**src/rtl/mem_port_arbiter.sv**
```systemverilog
// mem_port_arbiter: shares one single-port memory between the instruction
// fetch port and the data port. The data port has fixed priority, limited by
// a starvation counter so that a waiting fetch is eventually served.
// Completion pulses and read data are registered. The stall outputs are
// combinational so the hazard logic can freeze the pipeline in the same
// cycle as the request.

module mem_port_arbiter #(
    parameter int ADDR_W       = 32,
    parameter int DATA_W       = 32,
    parameter int STARVE_LIMIT = 4
) (
    input  logic              clk,
    input  logic              rst,

    input  logic              i_req,
    input  logic [ADDR_W-1:0] i_addr,
    output logic              i_done,
    output logic [DATA_W-1:0] i_rdata,
    output logic              i_stall,

    input  logic              d_req,
    input  logic              d_we,
    input  logic [ADDR_W-1:0] d_addr,
    input  logic [DATA_W-1:0] d_wdata,
    output logic              d_done,
    output logic [DATA_W-1:0] d_rdata,
    output logic              d_err,
    output logic              d_stall,

    output logic              mem_req,
    output logic              mem_we,
    output logic [ADDR_W-1:0] mem_addr,
    output logic [DATA_W-1:0] mem_wdata,
    input  logic              mem_ack,
    input  logic [DATA_W-1:0] mem_rdata
);

    localparam int              CNT_W = $clog2(STARVE_LIMIT + 1);
    localparam logic [CNT_W-1:0] LIMIT = CNT_W'(STARVE_LIMIT);

    typedef enum logic [1:0] {
        IDLE,
        BUSY_I,
        BUSY_D
    } state_t;

    state_t            state;
    state_t            state_next;
    logic [CNT_W-1:0]  starve_cnt;
    logic [CNT_W-1:0]  starve_cnt_next;

    logic              i_elig;
    logic              d_elig;
    logic              d_misaligned;
    logic              grant_i;
    logic              grant_d;

    logic              i_done_next;
    logic [DATA_W-1:0] i_rdata_next;
    logic              d_done_next;
    logic [DATA_W-1:0] d_rdata_next;
    logic              d_err_next;
    logic              mem_req_next;
    logic              mem_we_next;
    logic [ADDR_W-1:0] mem_addr_next;
    logic [DATA_W-1:0] mem_wdata_next;

    // A port that is completing this cycle is masked so its still-high
    // request is not granted a second time.
    assign i_elig       = i_req & ~i_done;
    assign d_elig       = d_req & ~d_done;
    assign d_misaligned = (d_addr[1:0] != 2'b00);

    assign i_stall = i_req & ~i_done;
    assign d_stall = d_req & ~d_done;

    // Arbitration in IDLE: data wins unless the fetch has waited too long.
    always_comb begin
        grant_i = 1'b0;
        grant_d = 1'b0;
        if (state == IDLE) begin
            if (d_elig && (!i_elig || (starve_cnt < LIMIT))) begin
                grant_d = 1'b1;
            end else if (i_elig) begin
                grant_i = 1'b1;
            end
        end
    end

    // State and starvation counter registers.
    always_ff @(posedge clk) begin
        if (rst) begin
            state      <= IDLE;
            starve_cnt <= '0;
        end else begin
            state      <= state_next;
            starve_cnt <= starve_cnt_next;
        end
    end

    // Next state and starvation count; a misaligned data grant completes
    // immediately and never leaves IDLE.
    always_comb begin
        state_next      = state;
        starve_cnt_next = starve_cnt;
        unique case (state)
            IDLE: begin
                if (grant_i) begin
                    state_next      = BUSY_I;
                    starve_cnt_next = '0;
                end else if (grant_d) begin
                    if (!d_misaligned) begin
                        state_next = BUSY_D;
                    end
                    if (i_elig) begin
                        if (starve_cnt != LIMIT) begin
                            starve_cnt_next = starve_cnt + CNT_W'(1);
                        end
                    end else if (!i_req) begin
                        starve_cnt_next = '0;
                    end
                end else if (!i_req) begin
                    starve_cnt_next = '0;
                end
            end
            BUSY_I, BUSY_D: begin
                if (mem_ack) begin
                    state_next = IDLE;
                end
            end
            default: begin
                state_next = IDLE;
            end
        endcase
    end

    // Next values of the registered outputs; the memory command holds its
    // value until the access is acknowledged.
    always_comb begin
        i_done_next    = 1'b0;
        i_rdata_next   = '0;
        d_done_next    = 1'b0;
        d_rdata_next   = '0;
        d_err_next     = 1'b0;
        mem_req_next   = mem_req;
        mem_we_next    = mem_we;
        mem_addr_next  = mem_addr;
        mem_wdata_next = mem_wdata;
        unique case (state)
            IDLE: begin
                if (grant_i) begin
                    mem_req_next   = 1'b1;
                    mem_we_next    = 1'b0;
                    mem_addr_next  = i_addr;
                    mem_wdata_next = '0;
                end else if (grant_d) begin
                    if (d_misaligned) begin
                        d_done_next = 1'b1;
                        d_err_next  = 1'b1;
                    end else begin
                        mem_req_next   = 1'b1;
                        mem_we_next    = d_we;
                        mem_addr_next  = d_addr;
                        mem_wdata_next = d_wdata;
                    end
                end
            end
            BUSY_I: begin
                if (mem_ack) begin
                    i_done_next  = 1'b1;
                    i_rdata_next = mem_rdata;
                    mem_req_next = 1'b0;
                end
            end
            BUSY_D: begin
                if (mem_ack) begin
                    d_done_next  = 1'b1;
                    d_rdata_next = mem_we ? '0 : mem_rdata;
                    mem_req_next = 1'b0;
                end
            end
            default: begin
                mem_req_next = 1'b0;
            end
        endcase
    end

    // Registered outputs, cleared by reset so an abandoned access leaves no trace.
    always_ff @(posedge clk) begin
        if (rst) begin
            i_done    <= 1'b0;
            i_rdata   <= '0;
            d_done    <= 1'b0;
            d_rdata   <= '0;
            d_err     <= 1'b0;
            mem_req   <= 1'b0;
            mem_we    <= 1'b0;
            mem_addr  <= '0;
            mem_wdata <= '0;
        end else begin
            i_done    <= i_done_next;
            i_rdata   <= i_rdata_next;
            d_done    <= d_done_next;
            d_rdata   <= d_rdata_next;
            d_err     <= d_err_next;
            mem_req   <= mem_req_next;
            mem_we    <= mem_we_next;
            mem_addr  <= mem_addr_next;
            mem_wdata <= mem_wdata_next;
        end
    end

endmodule

```
**config.mk**
```make
export PLATFORM = sky130hd
export DESIGN_NAME = mem_port_arbiter
export DESIGN_NICKNAME = d
export VERILOG_FILES = /design/src/rtl/mem_port_arbiter.sv
export SDC_FILE = /design/constraint.sdc
export NUM_CORES = 1
export LEC_CHECK = 0
export CAP_MARGIN = 10
export CORE_UTILIZATION = 40
export CTS_CLUSTER_SIZE = 28
export DETAILED_ROUTE_END_ITERATION = 6
export GPL_TIMING_DRIVEN = 0
export PLACE_DENSITY = 0.81
export SETUP_SLACK_MARGIN = 0.05
export SLEW_MARGIN = 25
export SYNTH_ARGS = -nofsm -noshare
export SYNTH_HDL_FRONTEND = slang
export SYNTH_SLANG_ARGS = --single-unit
```
**constraint.sdc**
```tcl
create_clock -name clk -period 3.9 [get_ports clk]
set_clock_uncertainty 0.2 [all_clocks]
set_input_delay 0.78 -clock clk [delete_from_list [all_inputs] [get_ports clk]]
set_output_delay 0.78 -clock clk [all_outputs]
set_load 0.005 [all_outputs]
```
Figure 1. M3 wires (run 1).
Cells faint in the background.
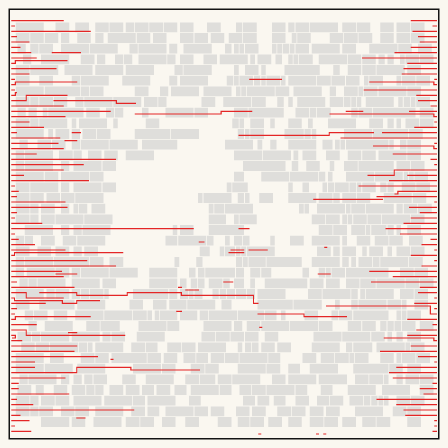
- main direction: horizontal
- wire length on this layer: 1710 microns
- share of all routed wire: 12%

Figure 2. Routing congestion (run 1).
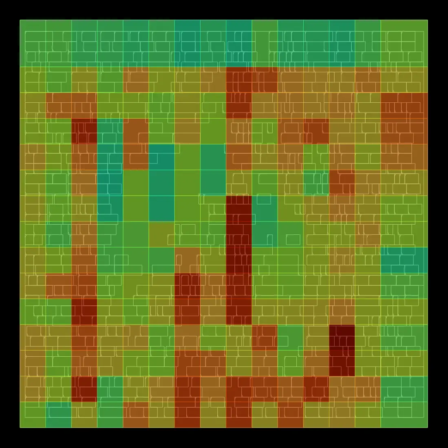
met2 Use GR: 44.52%
Layout Utilization: 73.26%
GRT Total Usage: 24.65%
GRT met1 Usage: 23.03%

==> impl_metrics.env, run 1 <==
# yosys + openroad results
export IMPL_path_clk_slew_ns=0.06
export IMPL_period_used_pct=80.36
export IMPL_grt_max_degree=17
export IMPL_power_switching_mw=0.7550
export IMPL_hpwl_mm=10.86
export IMPL_crit_fanout=4
export IMPL_finalMaxSlewViolations=0
export IMPL_min_period_ns=3.134
export IMPL_synth_cell_types=33
export IMPL_ys_seq_share_pct=60.16
export IMPL_final_layout_size_suffix_gt1_share_pct=5.858
export IMPL_synthAoiAreaFrac_pct=10.35
export IMPL_max_stage_delay_ns=0.59
export IMPL_gp_congestion=0.8292
export IMPL_cellLeakagePower_nw=3.037
export IMPL_die_area_sq_mm=0.01191
export IMPL_drc=0
export IMPL_holdBufCountCts=0
export IMPL_lay_top_count="clkdlybuf4s50_1"
export IMPL_initCoreUtil_pct=41.63
export IMPL_warnings=30
export IMPL_num_rows=38
export IMPL_rsz0062_at_grt="no"
export IMPL_syn_nets=576
export IMPL_logic_family="simple AND/OR/NAND/NOR gates"
export IMPL_mux_share_pct=6.785
export IMPL_pwr_density_cell_mw_per_mm2=452.9
export IMPL_grt_first_pass_wirelength_mm=21.54
export IMPL_ctsResizeCount=0
export IMPL_crit_type="input port to output pin"
export IMPL_outcome="finished clean"
export IMPL_wl_per_cell_microns=16.98
export IMPL_viasPerCell=4.803
export IMPL_synthAdderAreaFrac_pct=1.362
export IMPL_syn_to_final_growth_pct=75.99
export IMPL_switching_share_pct=20.63
export IMPL_cp_top_family="buffers and inverters"
export IMPL_synth_area_sq_mm=0.004592
export IMPL_cts_root_buf="clkbuf_16"
export IMPL_hold_path_class="flip-flop to flip-flop"
export IMPL_cts_made_buffers=17
export IMPL_maxCapViolCount=0
export IMPL_yosys_warnings=0
export IMPL_synth_simple_area_share_pct=18.01
export IMPL_xor_share_pct=0
export IMPL_peakVddDrop_mv=0.4315
export IMPL_fmax_mhz=319.1
export IMPL_end_kind="output pin"
export IMPL_synth_seq_cells=138
export IMPL_grt_pass1_vias=4314
export IMPL_worst_slack_ns=0.7661
export IMPL_seq_power_share_pct=40.8
export IMPL_critPathBufInv=2
export IMPL_required_ns=2.92
export IMPL_n_fill_cell=780
export IMPL_ioPinCount=269
export IMPL_internal_power_mw=2.905
export IMPL_layout_nets=862
export IMPL_clockPowerShare_pct=47.8
export IMPL_cp_start_kind="input port"
export IMPL_place_ws_ns=0.7872
export IMPL_first_iter_violations=156
export IMPL_tightestPinTransition_ns=0.5771
export IMPL_grt_antenna_before_repair=0
export IMPL_vias=4198
export IMPL_setup_viol=0
export IMPL_wl_mm=14.84
export IMPL_yosys_cells=437
export IMPL_p_comb_share_pct=11.4
Figure 3. The metal 1 layer (run 1).
Scale bar: 20 microns. Supply wires on this layer in grey.
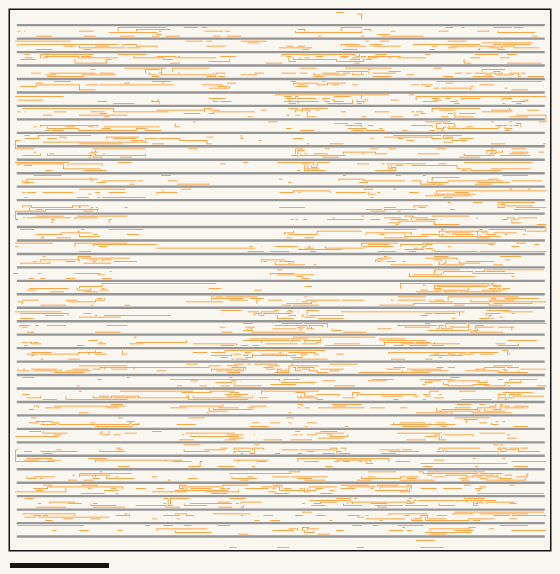
- longest straight run: 26.2 microns
- nets with wire on the layer: 760
- main direction: horizontal
- wire length on this layer: 5350 microns
- share of all routed wire: 36%

-- run 1: layout make-up --
type                            instances  area [sq um]  share of cell area [%]
Buffer                                 24         126.4                   1.564
Clock buffer                           23         478.0                   5.914
Clock inverter                          7         163.9                   2.028
Inverter                                7         26.28                  0.3251
Multi-Input combinational cell        268          1677                   20.75
Sequential cell                       138          2763                   34.18
Tap cell                              140         175.2                   2.168
Timing Repair Buffer                  267          2673                   33.07
-- run 1: kinds of logic after synthesis --
kind of cell / after synthesis
fa+ha+maj: 5
buf+inv: 31
simple gates: 155
flops: 138
compound gates: 77
mux: 31
-- run 1: tightest hold or removal path, cell delays in order, from the launching register on --
cell and delay, ns:
dfxtp_1 0.30, nand2_1 0.05, a21oi_1 0.05
-- run 1: registers in the layout (all words and copies together), names as in the netlist --
register,count
d_rdata,32
i_rdata,32
mem_addr,32
mem_wdata,32
starve_cnt,3
state,2
d_done,1
d_err,1
i_done,1
mem_req,1
mem_we,1
-- run 1: synth_stat cells, drive strengths merged --
cell type / number / area [sq um]
dfxtp: 138 / 2763
and2: 64 / 400.4
nand2: 62 / 232.7
o21ai: 33 / 165.2
mux2i: 30 / 300.3
a22o: 20 / 175.2
a21oi: 18 / 90.09
clkbuf: 14 / 52.55
buf: 10 / 73.81
inv: 7 / 26.28
nor2: 7 / 26.28
ha: 5 / 62.56
nor3: 4 / 20.02
nand2b: 3 / 18.77
nand3: 3 / 15.01
nor3b: 3 / 33.78
a211oi: 2 / 15.01
nand3b: 2 / 15.01
nor2b: 2 / 12.51
nor4: 2 / 33.78
a22oi: 1 / 7.510
a31o: 1 / 8.760
and3: 1 / 6.260
mux2: 1 / 11.26
nand4: 1 / 6.260
o22ai: 1 / 6.260
o31ai: 1 / 7.510
or2: 1 / 6.260
-- run 1: power groups by stage --
stage	Clock, mW	Combinational [mW]	Sequential, mW
after floorplan	0	0.128	1.52
after global placement	0	0.404	1.52
after detailed placement	0	0.412	1.52
after CTS	1.77	0.419	1.49
after global routing	1.83	0.448	1.50
final	1.75	0.416	1.49
-- run 1: per-layer routing --
metal | track usage (%) | share of wire (%)
met1 | 23.03 | 36
met3 | 12.73 | 12
met4 | 10.71 | 1.9
met5 | 0 | 0
met2 | 44.52 | 51
-- run 1: worst paths after layout --
path                                                 start                          to  slack [ns]  cells after the start
worst max-delay path                                 d_req                     d_stall        0.77                      3
worst min-delay path            mem_wdata[24]$_SDFFE_PP0P_  mem_wdata[24]$_SDFFE_PP0P_        0.25                      2
worst max register to register       state[1]$_SDFFE_PP0P_   mem_addr[31]$_SDFFE_PP0P_        1.51                      7
worst min register to register  mem_wdata[24]$_SDFFE_PP0P_  mem_wdata[24]$_SDFFE_PP0P_        0.25                      2
-- run 1: metrics by stage --
step	total power [mW]	hold WS, ns	cells	cell area (sq um)
final	3.660	0.2526	874	8082
after global routing	3.778	0.2841	874	8082
after CTS	3.685	0.2531	874	8082
after detailed placement	1.934	0.2455	844	7440
after global placement	1.923	0.2427	844	7440
after floorplan	1.652	0.2527	437	4592
Figure 4. Met4 routing (run 1).
Scale bar: 20 microns. Supply wires on this layer in grey.
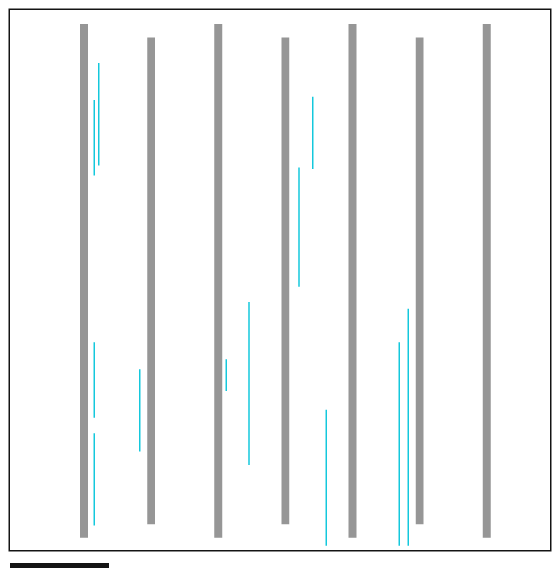

--- run 2 (diff from run 1) ---
CORE_UTILIZATION = 34   (was 40)
PLACE_DENSITY = 0.73   (was 0.81)
clock period = 2.8 ns   (was 3.9 ns; I/O delays follow)
Figure 5. Met4 routing (run 2).
Scale bar: 20 microns. Supply wires on this layer in grey.
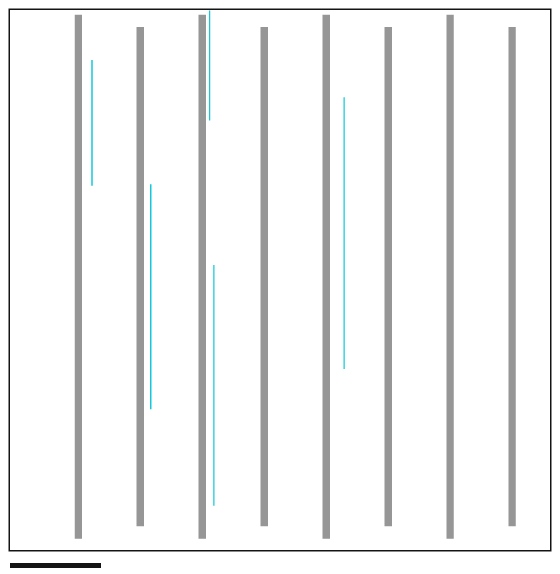
- longest straight run: 59.2 microns
- wire length on this layer: 212 microns
- nets with wire on the layer: 3
Vias: 4146
WL final: 14.07 mm

==> impl_metrics.env, run 2 <==
# yosys + openroad results
export IMPL_hpwl_mm=10.54
export IMPL_layout_nets=862
export IMPL_edf_count=0
export IMPL_cp_start_kind="input port"
export IMPL_final_util_pct=61.54
export IMPL_grt_antenna_before_repair=0
export IMPL_grt_max_degree=17
export IMPL_ys_chip_area_sq_mm=0.004592
export IMPL_syn_nets=576
export IMPL_ctsResizeCount=0
export IMPL_yosysMostFrequentCell="dfxtp_1"
export IMPL_layout_top_cells="clkdlybuf4s50_1 (267), dfxtp_1 (138), and2_1 (64), nand2_1 (62), mux2i_1 (30)"
export IMPL_max_stage_delay_ns=0.56
export IMPL_tightestPinTransition_ns=0.6408
export IMPL_avgSynthCellArea_sq_um=10.51
export IMPL_max_slew_margin_rel_pct=56.92
export IMPL_viasPerCell=4.546
export IMPL_grt_total_usage_pct=20.54
export IMPL_outcome="finished clean"
export IMPL_holdBufCountCts=0
export IMPL_peakVddDrop_mv=0.4311
export IMPL_htreeDepth=4
export IMPL_cts_root_buf="clkbuf_16"
export IMPL_hold_path_class="flip-flop to flip-flop"
export IMPL_end_kind="output pin"
export IMPL_yosys_warnings=0
export IMPL_overflow=0
export IMPL_grt_pass1_vias=4369
export IMPL_ioPinCount=269
export IMPL_synth_async_reset_ratio_pct=0
export IMPL_drc=0
export IMPL_wl_per_cell_microns=15.42
export IMPL_top_area_share_pct=60.16
export IMPL_die_w_microns=118.2
export IMPL_grt_util_met3_pct=9.315
export IMPL_period_used_pct=96.44
export IMPL_grt_first_pass_wirelength_mm=22.14
export IMPL_synthCells=437
export IMPL_grt_busiest_layer="met2"
export IMPL_core_sq_mm=0.01319
export IMPL_cts_made_buffers=17
export IMPL_worst_slack_ns=0.09959
export IMPL_clockBufferDepth=2
export IMPL_die_area_sq_mm=0.01397
export IMPL_clock_latency_ns=0.41
export IMPL_met2_usage_pct=35.92
export IMPL_ys_top_cells_by_count="dfxtp_1 (138), and2_1 (64), nand2_1 (62)"
export IMPL_fmax_mhz=370.3
export IMPL_rrSetupSlack_ns=0.41
export IMPL_required_ns=2.04
export IMPL_rsz0062_at_grt="no"
export IMPL_syn_to_final_growth_pct=76.78
export IMPL_initCoreUtil_pct=34.81
export IMPL_ys_seq_share_pct=60.16
export IMPL_path_clk_slew_ns=0.05
export IMPL_crit_type="input port to output pin"
export IMPL_first_iter_violations=127
export IMPL_clock_sinks=138
export IMPL_place_ws_ns=-0.1191
export IMPL_yosys_cells=437
export IMPL_min_period_ns=2.700
export IMPL_flop_cell="dfxtp_1"
export IMPL_num_rows=42
export IMPL_area_leaders="dfxtp_1 (60%), and2_1 (8.7%), mux2i_1 (6.5%)"
export IMPL_finalMaxSlewViolations=0
export IMPL_cellLeakagePower_nw=3.026
export IMPL_gp_congestion=0.8599
export IMPL_setup_viol=0
export IMPL_cp_slowest_cell="clkdlybuf4s50_1"
export IMPL_largest_area_cell="dfxtp_1"
export IMPL_lay_top_count="clkdlybuf4s50_1"
export IMPL_warnings=30
export IMPL_path_cells="clkdlybuf4s50_1 -> nand2b_1 -> inv_1 -> clkdlybuf4s50_1"
export IMPL_synth_area_sq_mm=0.004592
export IMPL_synth_seq_cells=138
export IMPL_synth_cell_types=33
export IMPL_crit_fanout=6
export IMPL_maxCapViolCount=0
export IMPL_met1_usage_pct=21.53
export IMPL_crit_arrival_ns=1.94
export IMPL_final_layout_size_suffix_gt1_share_pct=6.386
export IMPL_pwr_density_cell_mw_per_mm2=615.6
-- run 2: cell type report --
class	count	area (sq um)
multi-input combinational	268	1677
fill	1077	5072
sequential	138	2763
clock inverter	9	135.1
tap	176	220.2
inverter	7	26.28
buffer	24	126.4
clock buffer	23	498.0
timing repair buffer	267	2673
-- run 2: final timing paths --
path                                   start                          to  depth (start not counted)
hold reg to reg   mem_wdata[24]$_SDFFE_PP0P_  mem_wdata[24]$_SDFFE_PP0P_                          2
setup / recovery                       i_req                     i_stall                          4
setup reg to reg       state[1]$_SDFFE_PP0P_    mem_addr[3]$_SDFFE_PP0P_                          7
hold / removal    mem_wdata[24]$_SDFFE_PP0P_  mem_wdata[24]$_SDFFE_PP0P_                          2
-- run 2: metrics by stage --
stage / cells / area (sq um) / power (mW) / setup TNS [ns] / hold WS, ns
after floorplan: 437 / 4592 / 2.300 / 0 / 0.2527
after detailed placement: 880 / 7485 / 2.696 / -2.741 / 0.2518
after global routing: 912 / 8118 / 5.200 / 0 / 0.2777
after CTS: 912 / 8118 / 5.061 / 0 / 0.2597
final: 912 / 8118 / 4.997 / 0 / 0.2608
after global placement: 880 / 7485 / 2.682 / -0.1261 / 0.2432
-- run 2: worst max-delay path, delay by kind of cell --
kind | cells | cell delay, ns
simple gates | 1 | 0.19
buf+inv | 3 | 1.18
-- run 2: cells by family after synthesis --
family | synth area share [%]
flops | 60.16
compound gates | 10.35
buf+inv | 3.324
simple gates | 18.01
mux | 6.785
fa+ha+maj | 1.362
-- run 2: per-layer routing --
| layer | wire length (microns) | part of all wire [%] | vias to the layer above |
|---|---|---|---|
| li1 | - | - | 2035 |
| met1 | 5494 | 39 | 1908 |
| met2 | 6898 | 49 | 185 |
| met3 | 1461 | 10 | 18 |
| met4 | 211 | 1.5 | 0 |
| met5 | 0 | 0 | - |
-- run 2: report_power, final --
| part | switching [mW] | internal, mW | total [mW] |
|---|---|---|---|
| clock | 0.825 | 1.52 | 2.35 |
| combinational | 0.210 | 0.364 | 0.573 |
| sequential | 0.0366 | 2.04 | 2.08 |
| total | 1.07 | 3.93 | 5.00 |
No activity file was given, so power comes from the tool's default toggle rates.
